==> src/rtl/lcd_pkg.sv <==
// Shared definitions for the LCD1602 write-port arbiter.
// Contents: the word carried by each requester ({rs, data}), the arbiter
// state encoding and the default inter-command hold-off length.
package lcd_pkg;

  // Hold-off after each ctrl_Done, in system clock cycles.
  localparam logic [15:0] LCD_DELAY_DEFAULT = 16'hF6BE;

  typedef struct packed {
    logic       rs;
    logic [7:0] data;
  } lcd_word_t;

  typedef enum logic [1:0] {
    IDLE      = 2'd0,
    WAIT_DONE = 2'd1,
    HOLDOFF   = 2'd2
  } lcd_state_e;

endpackage

==> src/rtl/lcd_write_arbiter_if.sv <==
// Bundle of the two requester channels plus the LCD_controller handshake.
// Ports (from the arbiter's point of view, modport slave):
//   iREQx_VALID/iREQx_DATA/iREQx_LOCK in, oREQx_READY out  (x = 0, 1)
//   oCTRL_START/oCTRL_RS/oCTRL_DATA out, iCTRL_DONE in
//   oGRANT (one-hot last owner) out, oBUSY out
// The master modport is the mirror image, used by whatever drives the block.
interface lcd_write_arbiter_if;
  logic       iREQ0_VALID;
  logic [8:0] iREQ0_DATA;
  logic       iREQ0_LOCK;
  logic       oREQ0_READY;
  logic       iREQ1_VALID;
  logic [8:0] iREQ1_DATA;
  logic       iREQ1_LOCK;
  logic       oREQ1_READY;
  logic       oCTRL_START;
  logic       oCTRL_RS;
  logic [7:0] oCTRL_DATA;
  logic       iCTRL_DONE;
  logic [1:0] oGRANT;
  logic       oBUSY;

  modport slave (
    input  iREQ0_VALID, iREQ0_DATA, iREQ0_LOCK,
    input  iREQ1_VALID, iREQ1_DATA, iREQ1_LOCK,
    input  iCTRL_DONE,
    output oREQ0_READY, oREQ1_READY,
    output oCTRL_START, oCTRL_RS, oCTRL_DATA,
    output oGRANT, oBUSY
  );

  modport master (
    output iREQ0_VALID, iREQ0_DATA, iREQ0_LOCK,
    output iREQ1_VALID, iREQ1_DATA, iREQ1_LOCK,
    output iCTRL_DONE,
    input  oREQ0_READY, oREQ1_READY,
    input  oCTRL_START, oCTRL_RS, oCTRL_DATA,
    input  oGRANT, oBUSY
  );
endinterface

==> src/rtl/lcd_rr_arbiter.sv <==
// Two-input round-robin grant logic with an optional lock and lock timeout.
// Ports:
//   clk_i, rst_i   clock, asynchronous active-high reset
//   idle_i         the write port is free; grants are only given while high
//   valid_i[1:0]   requester valid flags
//   lock_i[1:0]    requester lock flags (meaningful for the granted word)
//   grant_o[1:0]   one-hot grant, doubles as READY and as "word accepted"
module lcd_rr_arbiter #(
  parameter int unsigned LOCK_TO = 1024
) (
  input  logic       clk_i,
  input  logic       rst_i,
  input  logic       idle_i,
  input  logic [1:0] valid_i,
  input  logic [1:0] lock_i,
  output logic [1:0] grant_o
);

  localparam int unsigned TW = $clog2(LOCK_TO + 1);

  logic          lastGnt_q, lastGnt_d;
  logic          lockOn_q, lockOn_d;
  logic          lockOwner_q, lockOwner_d;
  logic [TW-1:0] toCnt_q, toCnt_d;

  logic          ownerValid;
  logic          expired;
  logic          lockEff;
  logic          winIdx;

  assign ownerValid = valid_i[lockOwner_q];

  // The lock lapses in the cycle the counter sits at LOCK_TO, so the other
  // requester can already be granted in that very cycle.
  assign expired = lockOn_q && idle_i && !ownerValid && (toCnt_q == TW'(LOCK_TO));
  assign lockEff = lockOn_q && !expired;
  assign winIdx  = grant_o[1];

  always_comb begin
    grant_o = 2'b00;
    if (idle_i) begin
      if (lockEff) begin
        if (lockOwner_q) grant_o = {valid_i[1], 1'b0};
        else             grant_o = {1'b0, valid_i[0]};
      end else if (&valid_i) begin
        // Tie: the requester that was not granted last time wins.
        grant_o = lastGnt_q ? 2'b01 : 2'b10;
      end else begin
        grant_o = valid_i;
      end
    end
  end

  always_comb begin
    lastGnt_d   = lastGnt_q;
    lockOn_d    = lockOn_q;
    lockOwner_d = lockOwner_q;
    toCnt_d     = toCnt_q;

    if (!lockOn_q || !idle_i || ownerValid || expired) begin
      toCnt_d = '0;
    end else if (toCnt_q != TW'(LOCK_TO)) begin
      toCnt_d = toCnt_q + 1'b1;
    end

    if (expired) lockOn_d = 1'b0;

    // An accepted word overrides the timeout: it may re-lock immediately.
    if (|grant_o) begin
      lastGnt_d = winIdx;
      if (lock_i[winIdx]) begin
        lockOn_d    = 1'b1;
        lockOwner_d = winIdx;
      end else if (lockOn_q && (lockOwner_q == winIdx)) begin
        lockOn_d = 1'b0;
      end
    end
  end

  always_ff @(posedge clk_i or posedge rst_i) begin
    if (rst_i) begin
      lastGnt_q   <= 1'b1;
      lockOn_q    <= 1'b0;
      lockOwner_q <= 1'b0;
      toCnt_q     <= '0;
    end else begin
      lastGnt_q   <= lastGnt_d;
      lockOn_q    <= lockOn_d;
      lockOwner_q <= lockOwner_d;
      toCnt_q     <= toCnt_d;
    end
  end

endmodule

==> src/rtl/lcd_write_arbiter.sv <==
// Shares the single LCD1602 byte-write port between two requesters.
// Sequences each accepted word through ctrl_Start/ctrl_Done and enforces the
// inter-command hold-off before the next word may be accepted.
// Ports:
//   iCLK, iRST   clock, asynchronous active-high reset
//   bus          lcd_write_arbiter_if.slave (requesters, controller handshake,
//                oGRANT and oBUSY status)
module lcd_write_arbiter
  import lcd_pkg::*;
#(
  parameter int unsigned DELAY_CYC = 32'(LCD_DELAY_DEFAULT),
  parameter int unsigned LOCK_TO   = 1024
) (
  input  logic               iCLK,
  input  logic               iRST,
  lcd_write_arbiter_if.slave bus
);

  localparam logic [1:0]  ST_IDLE      = IDLE;
  localparam logic [1:0]  ST_WAIT_DONE = WAIT_DONE;
  localparam logic [1:0]  ST_HOLDOFF   = HOLDOFF;
  localparam int unsigned HW = (DELAY_CYC > 1) ? $clog2(DELAY_CYC) : 1;

  logic [1:0]    state_q, state_d;
  logic [HW-1:0] holdCnt_q, holdCnt_d;
  lcd_word_t     word_q, word_d;
  logic [1:0]    grant_q, grant_d;

  logic [1:0]    arbGrant;
  logic          accept;
  logic          isIdle;

  assign isIdle = (state_q == ST_IDLE);

  lcd_rr_arbiter #(
    .LOCK_TO (LOCK_TO)
  ) u_arb (
    .clk_i   (iCLK),
    .rst_i   (iRST),
    .idle_i  (isIdle),
    .valid_i ({bus.iREQ1_VALID, bus.iREQ0_VALID}),
    .lock_i  ({bus.iREQ1_LOCK, bus.iREQ0_LOCK}),
    .grant_o (arbGrant)
  );

  assign accept = |arbGrant;

  always_comb begin
    state_d   = state_q;
    holdCnt_d = holdCnt_q;
    case (state_q)
      ST_IDLE: begin
        if (accept) state_d = ST_WAIT_DONE;
      end
      ST_WAIT_DONE: begin
        if (bus.iCTRL_DONE) begin
          state_d   = ST_HOLDOFF;
          holdCnt_d = '0;
        end
      end
      ST_HOLDOFF: begin
        if (holdCnt_q == HW'(DELAY_CYC - 1)) state_d = ST_IDLE;
        else                                 holdCnt_d = holdCnt_q + 1'b1;
      end
      default: state_d = ST_IDLE;
    endcase
  end

  // The word stays on the controller bus until the next accept.
  always_comb begin
    word_d  = word_q;
    grant_d = grant_q;
    if (accept) begin
      grant_d = arbGrant;
      word_d  = arbGrant[1] ? lcd_word_t'(bus.iREQ1_DATA) : lcd_word_t'(bus.iREQ0_DATA);
    end
  end

  always_ff @(posedge iCLK or posedge iRST) begin
    if (iRST) begin
      state_q   <= ST_IDLE;
      holdCnt_q <= '0;
      word_q    <= '0;
      grant_q   <= 2'b00;
    end else begin
      state_q   <= state_d;
      holdCnt_q <= holdCnt_d;
      word_q    <= word_d;
      grant_q   <= grant_d;
    end
  end

  // READY is masked during reset so every output reads 0 while iRST is high.
  assign bus.oREQ0_READY = arbGrant[0] && !iRST;
  assign bus.oREQ1_READY = arbGrant[1] && !iRST;
  assign bus.oCTRL_START = (state_q == ST_WAIT_DONE);
  assign bus.oCTRL_RS    = word_q.rs;
  assign bus.oCTRL_DATA  = word_q.data;
  assign bus.oGRANT      = grant_q;
  assign bus.oBUSY       = !isIdle;

endmodule

==> src/flat_wrapper.sv <==
// flat-port wrapper written by rule: the top's interface ports become plain ports
module lcd_write_arbiter_flat import lcd_pkg::*;
#(
  parameter int unsigned DELAY_CYC = 32'(LCD_DELAY_DEFAULT),
  parameter int unsigned LOCK_TO   = 1024
)
  (iCLK, iRST, bus_iREQ0_VALID, bus_iREQ0_DATA, bus_iREQ0_LOCK, bus_iREQ1_VALID, bus_iREQ1_DATA, bus_iREQ1_LOCK, bus_iCTRL_DONE, bus_oREQ0_READY, bus_oREQ1_READY, bus_oCTRL_START, bus_oCTRL_RS, bus_oCTRL_DATA, bus_oGRANT, bus_oBUSY);
  lcd_write_arbiter_if bus_i ();
  input  logic iCLK;
  input  logic iRST;
  input wire logic [$bits(bus_i.iREQ0_VALID)-1:0] bus_iREQ0_VALID;
  input wire logic [$bits(bus_i.iREQ0_DATA)-1:0] bus_iREQ0_DATA;
  input wire logic [$bits(bus_i.iREQ0_LOCK)-1:0] bus_iREQ0_LOCK;
  input wire logic [$bits(bus_i.iREQ1_VALID)-1:0] bus_iREQ1_VALID;
  input wire logic [$bits(bus_i.iREQ1_DATA)-1:0] bus_iREQ1_DATA;
  input wire logic [$bits(bus_i.iREQ1_LOCK)-1:0] bus_iREQ1_LOCK;
  input wire logic [$bits(bus_i.iCTRL_DONE)-1:0] bus_iCTRL_DONE;
  output wire logic [$bits(bus_i.oREQ0_READY)-1:0] bus_oREQ0_READY;
  output wire logic [$bits(bus_i.oREQ1_READY)-1:0] bus_oREQ1_READY;
  output wire logic [$bits(bus_i.oCTRL_START)-1:0] bus_oCTRL_START;
  output wire logic [$bits(bus_i.oCTRL_RS)-1:0] bus_oCTRL_RS;
  output wire logic [$bits(bus_i.oCTRL_DATA)-1:0] bus_oCTRL_DATA;
  output wire logic [$bits(bus_i.oGRANT)-1:0] bus_oGRANT;
  output wire logic [$bits(bus_i.oBUSY)-1:0] bus_oBUSY;
  assign bus_i.iREQ0_VALID = bus_iREQ0_VALID;
  assign bus_i.iREQ0_DATA = bus_iREQ0_DATA;
  assign bus_i.iREQ0_LOCK = bus_iREQ0_LOCK;
  assign bus_i.iREQ1_VALID = bus_iREQ1_VALID;
  assign bus_i.iREQ1_DATA = bus_iREQ1_DATA;
  assign bus_i.iREQ1_LOCK = bus_iREQ1_LOCK;
  assign bus_i.iCTRL_DONE = bus_iCTRL_DONE;
  assign bus_oREQ0_READY = bus_i.oREQ0_READY;
  assign bus_oREQ1_READY = bus_i.oREQ1_READY;
  assign bus_oCTRL_START = bus_i.oCTRL_START;
  assign bus_oCTRL_RS = bus_i.oCTRL_RS;
  assign bus_oCTRL_DATA = bus_i.oCTRL_DATA;
  assign bus_oGRANT = bus_i.oGRANT;
  assign bus_oBUSY = bus_i.oBUSY;
  lcd_write_arbiter #(.DELAY_CYC(DELAY_CYC), .LOCK_TO(LOCK_TO)) u_core (.iCLK(iCLK), .iRST(iRST), .bus(bus_i));
endmodule
==> config.mk <==
export PLATFORM = sky130hd
export DESIGN_NAME = lcd_write_arbiter_flat
export DESIGN_NICKNAME = d
export VERILOG_FILES = /design/src/rtl/lcd_pkg.sv /design/src/rtl/lcd_write_arbiter_if.sv /design/src/rtl/lcd_rr_arbiter.sv /design/src/rtl/lcd_write_arbiter.sv /design/src/flat_wrapper.sv
export SDC_FILE = /design/constraint.sdc
export NUM_CORES = 1
export LEC_CHECK = 0
export CAP_MARGIN = 20
export CORE_UTILIZATION = 49
export CTS_CLUSTER_DIAMETER = 80
export CTS_CLUSTER_SIZE = 10
export DETAILED_ROUTE_END_ITERATION = 7
export PLACE_DENSITY_LB_ADDON = 0.2
export RECOVER_POWER = 25
export SLEW_MARGIN = 25
export SYNTH_ARGS = -nofsm -noshare
export SYNTH_HDL_FRONTEND = slang
export SYNTH_SLANG_ARGS = --single-unit
==> constraint.sdc <==
create_clock -name iCLK -period 4.02 [get_ports iCLK]
set_input_delay 0.402 -clock iCLK [delete_from_list [all_inputs] [get_ports iCLK]]
set_output_delay 0.402 -clock iCLK [all_outputs]
set_load 0.03 [all_outputs]
Where the registers sit:
(4 px per um) Other sequential cells in the stronger grey, the rest of the logic in the fainter grey.
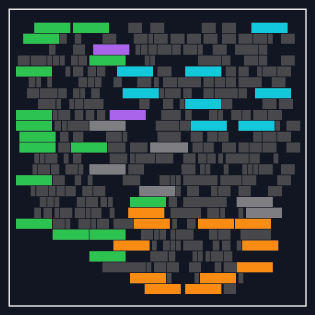
green -> `u_core.holdCnt_q`  # flops 16
cyan -> `u_core.bus.oCTRL_DATA`  # flops 8
purple -> `u_core.bus.oGRANT`  # flops 2
orange -> `u_core.u_arb.toCnt_q`  # flops 11
not coloured = 6

==> ci_impl_report.md <==
### Metrics collected by this job

| Metric | Value |
|---|---|
| P_int | `1.14 mW` |
| H-tree depth | `2` |
| Inverters | `23` |
| Synth cell count leaders | `dfrtp_1, nor2_1, inv_1, xnor2_1, nand4_1` |
| Sequential power | `594 uW` |
| Signal buf overhead | `13.9%` |
| Kind of critical path | `reg -> out` |
| CP delay by family, top | `simple AND/OR/NAND/NOR gates` |
| Hold_buf cts | `0` |
| Hold Path Class | `reg -> reg` |
| Synth Warn # | `0` |
| Commonest Layout Cell | `dfrtp_1` |
| Gpl congestion | `0.810` |
| TritonRoute pass-1 iters | `4` |
| Area delta synth->final | `23.1%` |
| Netlist cell types | `49` |
| Largest net degree at the start of global routing | `44` |
| Setup_tns | `0 ns` |
| Critical R2R Capture | `u_core.bus.oCTRL_RS` |
| Tap cells | `67` |
| CP cell instances | `inv_1 > ha_1 > and4_1 > nand4b_4 > and3_1 > o21a_1 > and2_1 > clkdlybuf4s50_1` |
| Most Crowded Layer GR | `met2` |
| Yosys synthesis chip area | `0.00253 mm2` |
| Worst hold slack | `0.508 ns` |
| Buffers and inverters on the worst path | `2` |
| Most area-hungry cell type in the Yosys netlist | `dfrtp_1` |
| Ys flops | `43` |
| Die Size | `0.00545 mm2` |
| Wirelength, routed | `5.19 mm` |
| Tool warnings | `31` |
| Status | `finished, violations left` |
| Met3 Use GR | `4.80%` |
| R2R Path Start | `u_core.state_q[1]` |
| Max-cap violations | `1` |
| IO Pins | `40` |
| Max-slew violation count | `44` |
| Init Core Util | `52.2%` |
| Share of post-route cells with drive strength above 1 | `9.83%` |
| Wl on met1 | `2.43 mm` |
| Top Layer Used | `met4` |
| Violated checks | `capacitance limit, slew limit` |
| Vias per cell | `5.50` |
| Clk_lat worst skew | `0.29 ns` |
| Worst hold path startpoint | `u_core.bus.oGRANT[1]` |
PDN straps and rails:
(4 px per um) Pins as bars on the die edge.
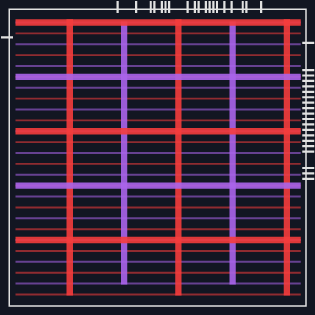
purple -> VDD
red -> VSS
signal pins = 40
met1 rails = 26

cells by family (layout without fill, tap and decap cells):
logic type	Yosys count	after routing	synth area share [%]
and+or+nand+nor	91	91	20.3
AOI/OAI and AO/OA	54	54	18.5
DFF	43	43	42.6
buffers and inverters	37	76	6.09
xor gates and xnor gates	19	19	6.58
adders and majority gates	8	8	3.96
muxes	4	4	1.93
state kept, by name, summed over array words and instances, names as in the netlist:
register                  flops
u_core.bus.oCTRL_DATA         8
u_core.bus.oCTRL_RS           1
u_core.bus.oGRANT             2
u_core.holdCnt_q             16
u_core.state_q                2
u_core.u_arb.lastGnt_q        1
u_core.u_arb.lockOn_q         1
u_core.u_arb.lockOwner_q      1
u_core.u_arb.toCnt_q         11
No activity file was given, so power comes from the tool's default toggle rates.
